Design count_monitor, sky130hd; sources not shown.
Run 1, placement by cell class:
The bar under the picture is 20 um long. Fill, decap, tap and diode cells in gray.
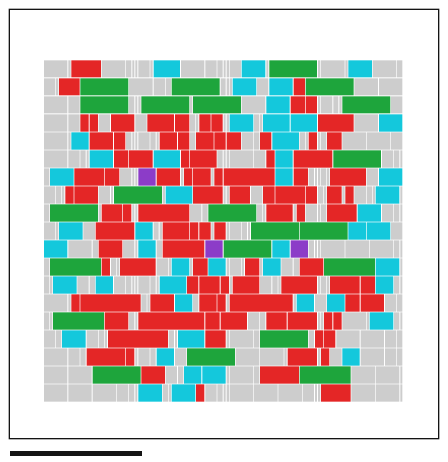
[green] sequential cells | cells: 22 | share of their area: 25%
[purple] clock drivers | cells: 3 | share of their area: 1.2%
[red] combinational and other logic | cells: 100 | share of their area: 50%
[cyan] remaining buffers and delay cells | cells: 48 | share of their area: 25%
final core utilization: 0.659
row cnt: 19

Run 1, placement view:
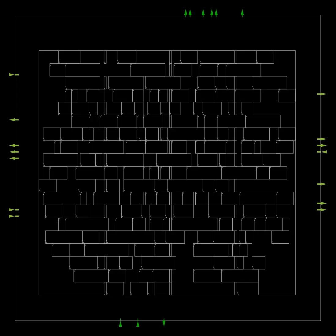
Finished Layout Cells: 204
# fillers: 236
Tap Cells: 31
Core Footprint: 0.00281 mm^2

Run 1, routed metal, one color a layer:
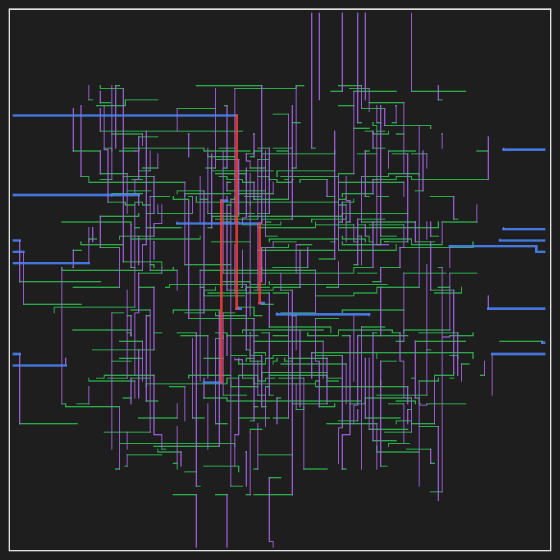
[purple] metal 2 | wire length: 1490 um
[blue] metal 3 | wire length: 124 um
[green] metal 1 | wire length: 1280 um
[red] metal 4 | wire length: 54.4 um
Global Route Usage Sum: 0.144
WL/cell: 14.5 um
Post-Route WL: 2950 um
vias: 1097

==> reports/summary.txt, run 1 <==
Synth Seq Share = 0.369
Uppermost routed layer = met4
Die Y = 64.7 um
Multi-input combinational area share = 0.475
Clock slew at reported path FFs = 0.12 ns
Area leader share = 0.369
CP max stage delay = 0.35 ns
H-tree depth = 1
Post-synth EDFFs = 0
DP Area = 0.00164 mm^2
Global-route met2 utilization = 0.258
CP most frequent cell = ha_4
Post-CTS sizing = 14
Lkg Pwr = 0.751 nW
Buffers added on ports = 22
Worst-margin pin slew = 0.329 ns
Clk pwr = 0.222 mW
Cell Type Count = 37
Hold Buf Count CTS = 0
Total Power = 1.08 mW
Critical path required time = 2.01 ns
Post-Syn Area per Cell = 9.34 um^2
CTS tree = yes
Non-clock buffers = 48
Mapped Area = 0.00119 mm^2
WP data arrival = 2.11 ns
Finish-stage setup viols = 13
Ys flop type = dfxtp_1
Met2 wire len = 1490 um
Rel. slew slack = 0.780
Outcome = finished, violations left
Fin. Hold Viols = 0
Chip Area, Yosys = 0.00119 mm^2
Comb area leader = simple AND/OR/NAND/NOR gates
Die Wd = 64.7 um
Mi-comb count = 95
Critical Path, Cell by Cell = ha_4 > ha_4 > xnor2_4 > buf_6 > nand4_1 > a221oi_4 > mux2_4
DRT Pass-1 Iters = 3
WHS = 0.511 ns
Clock power share = 0.205
Final WS setup = -0.109 ns
Area grow syn2layout = 54.7%
Fin. max-slew vios = 0
OpenROAD warning count = 33
Total CTS buffers = 3
Largest cell class = multi-input combinational cells
Mux area share = 0.108
Cell area leaders = dfxtp_1 37%, ha_1 9.4%, mux2_2 6.6%
Non-clock buffering overhead = 0.241
Seq/total area = 0.241
Failing checks = setup timing
Crit-path slowest cell = dfxtp_2
Invs w/o clock = 5
Max Root-Sink Buffers = 2
CP Max Fanout = 3
Clock buf count = 3
Synth cell count leaders = 22 x dfxtp_1, 14 x nor2_1, 9 x ha_1, 7 x mux2_2, 7 x nor3_1
Ratio of cells with drive above 1 in the final layout = 0.358
Seq pwr = 0.516 mW
Starting density of the core = 0.426
Critical path's top delay family = adder cells
Yosys warning count = 0
Sequential cell area = 445 um^2
Setup TNS Final = -0.830 ns
Clock Sinks = 22
Aoi share = 0.105
run 1: cells in the final DEF, fill, tap and decap left out, types with 3 or more instances in the layout:
master	synthesis	final
nand2_1	3	3
nor3_1	7	3
ha_1	9	7
nor2_1	14	14
dfxtp_2	0	4
mux2_4	0	3
mux2i_1	5	5
buf_6	0	8
dfxtp_1	22	18
inv_1	5	5
a21oi_1	6	4
buf_4	0	18
mux2_2	7	4
nor2b_1	5	5
o21ai_0	3	3
and3_1	4	4
clkdlybuf4s50_1	0	22
clkbuf_4	0	3
nand3_1	5	4
run 1: logic make-up after synthesis:
| kind of cell | after synthesis |
|---|---|
| adder cells (fa/ha/maj) | 9 |
| AND/OR/NAND/NOR | 52 |
| multiplexers | 12 |
| flip-flops | 22 |
| buffers and inverters | 11 |
| AND-OR/OR-AND | 18 |
| XOR/XNOR | 4 |
## Run 2: what changed since run 1
- CTS_BUF_LIST: sky130_fd_sc_hd__clkbuf_4 sky130_fd_sc_hd__clkbuf_8 -> unset
==> run 2 against run 1 <==
Against the previous run:
- the run still ends with setup timing left
- area after synthesis unchanged
- largest cell class unchanged
- critical path depth unchanged
- critical path type unchanged
- design area unchanged
- wire length unchanged
- count of clock-buffer cells in the layout unchanged
- cell count unchanged
==> reports/summary.txt, run 2 <==
Initial antenna violation count = 0
Die Y = 64.7 um (unchanged)
Buffers added on ports = 22 (unchanged)
Yosys warning count = 0 (unchanged)
Floorplan Nets = 143
Comb area leader = simple AND/OR/NAND/NOR gates
Top cell excl fill/tap = clkdlybuf4s50_1
Post-synth EDFFs = 0 (unchanged)
Finish-stage setup viols = 13 (unchanged)
Startpoint Class = flip-flop
Synth cell count leaders = 22 x dfxtp_1, 14 x nor2_1, 9 x ha_1, 7 x mux2_2, 7 x nor3_1
# fillers = 236 (unchanged)
Mapped Area = 0.00119 mm^2 (unchanged)
Global Route Usage Sum = 0.144 (unchanged)
Post-Syn Area per Cell = 9.34 um^2 (unchanged)
Critical path required time = 2.01 ns (about the same)
Clock slew at reported path FFs = 0.12 ns (about the same)
DP Area = 0.00164 mm^2 (unchanged)
Fin. Hold Viols = 0 (unchanged)
Post-Route WL = 2950 um (unchanged)
CP Max Fanout = 3 (unchanged)
Clock Sinks = 22 (unchanged)
Fin. max-slew vios = 0 (unchanged)
Uppermost routed layer = met4
Rel. slew slack = 0.780 (unchanged)
WHS = 0.511 ns (unchanged)
Setup TNS Final = -0.830 ns (unchanged)
Sequential cell area = 445 um^2 (unchanged)
WP data arrival = 2.11 ns (about the same)
Total CTS buffers = 3 (unchanged)
Outcome = finished, violations left
Area grow syn2layout = 54.7% (unchanged)
Failing checks = setup timing
Final core utilization = 0.659 (unchanged)
DRT Pass-1 Iters = 3 (unchanged)
Total Power = 1.08 mW (unchanged)
Ratio of cells with drive above 1 in the final layout = 0.358 (unchanged)
Final WS setup = -0.109 ns (unchanged)
Core Footprint = 0.00281 mm^2 (unchanged)
OpenROAD warning count = 33 (unchanged)
Chip Area, Yosys = 0.00119 mm^2 (unchanged)
Row cnt = 19 (unchanged)
Total congestion overflow = 0
Ys flop type = dfxtp_1
Finished Layout Cells = 204 (unchanged)
H-tree depth = 1 (unchanged)
Synth Seq Share = 0.369 (unchanged)
Seq pwr = 0.516 mW (about the same)
Top cells excl fill/tap = 22 x clkdlybuf4s50_1, 18 x dfxtp_1, 18 x buf_4, 14 x nor2_1, 8 x buf_6
Hold Buf Count CTS = 0 (unchanged)
WL/cell = 14.5 um (unchanged)
Clk pwr = 0.222 mW (about the same)
Lkg Pwr = 0.751 nW (unchanged)
CTS tree = yes
Area leader share = 0.369 (unchanged)
Cell area leaders = dfxtp_1 37%, ha_1 9.4%, mux2_2 6.6%
Clock power share = 0.205 (about the same)
Psw = 0.321 mW
Vias = 1097 (unchanged)
Mux area share = 0.108 (unchanged)
[run 2: final cells by class]
class,instances,share of cell area
clock buffers,3,0.0122
inverters,5,0.0102
multi-input cells,95,0.475
flip-flops and latches,22,0.241
well taps,31,0.0210
repair buffers,48,0.241
[run 2: critical path: stages, from the launching register on]
cell and delay (ns):
dfxtp_2 0.35, ha_4 0.16, ha_4 0.23, xnor2_4 0.19, buf_6 0.12, nand4_1 0.13, a221oi_4 0.31, mux2_4 0.33
[run 2: timing repair]
action	CTS	global route
gates resized	14	13
pin swaps	8	9
endpoints found under the hold margin	0	0
endpoints found under the setup margin	9	16
setup buffers	4	2
Run 2, wiring heat map:
13 x 13 tiles, from black (low) to pale yellow (high), scaled to the fullest tile. Values are wire area over tile area, all layers added.
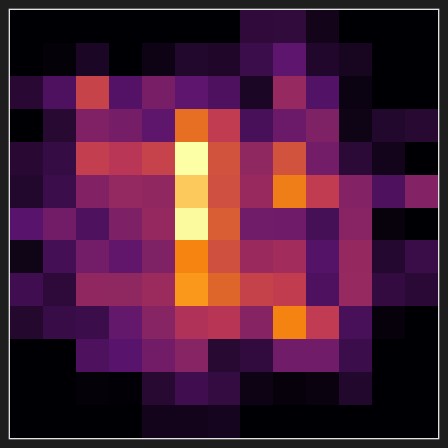
nearly empty tiles: 25%
fullest tile: 0.50
densest ninth of the die: center

Run 2, placement by cell class:
The bar under the picture is 20 um long. Fill, decap, tap and diode cells in gray.
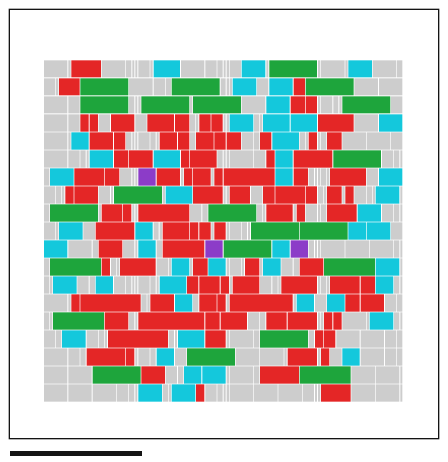
[green] sequential cells | cells: 22 | share of their area: 25%
[cyan] remaining buffers and delay cells | cells: 48 | share of their area: 25%
[purple] clock drivers | cells: 3 | share of their area: 1.2%
[red] combinational and other logic | cells: 100 | share of their area: 50%
post-route cell area: 0.00185 mm^2
Seq/total area: 0.241

Run 2, placement view:
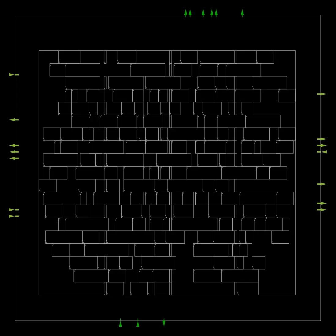
num sequential: 22

Power is estimated from default activity; no workload was simulated.
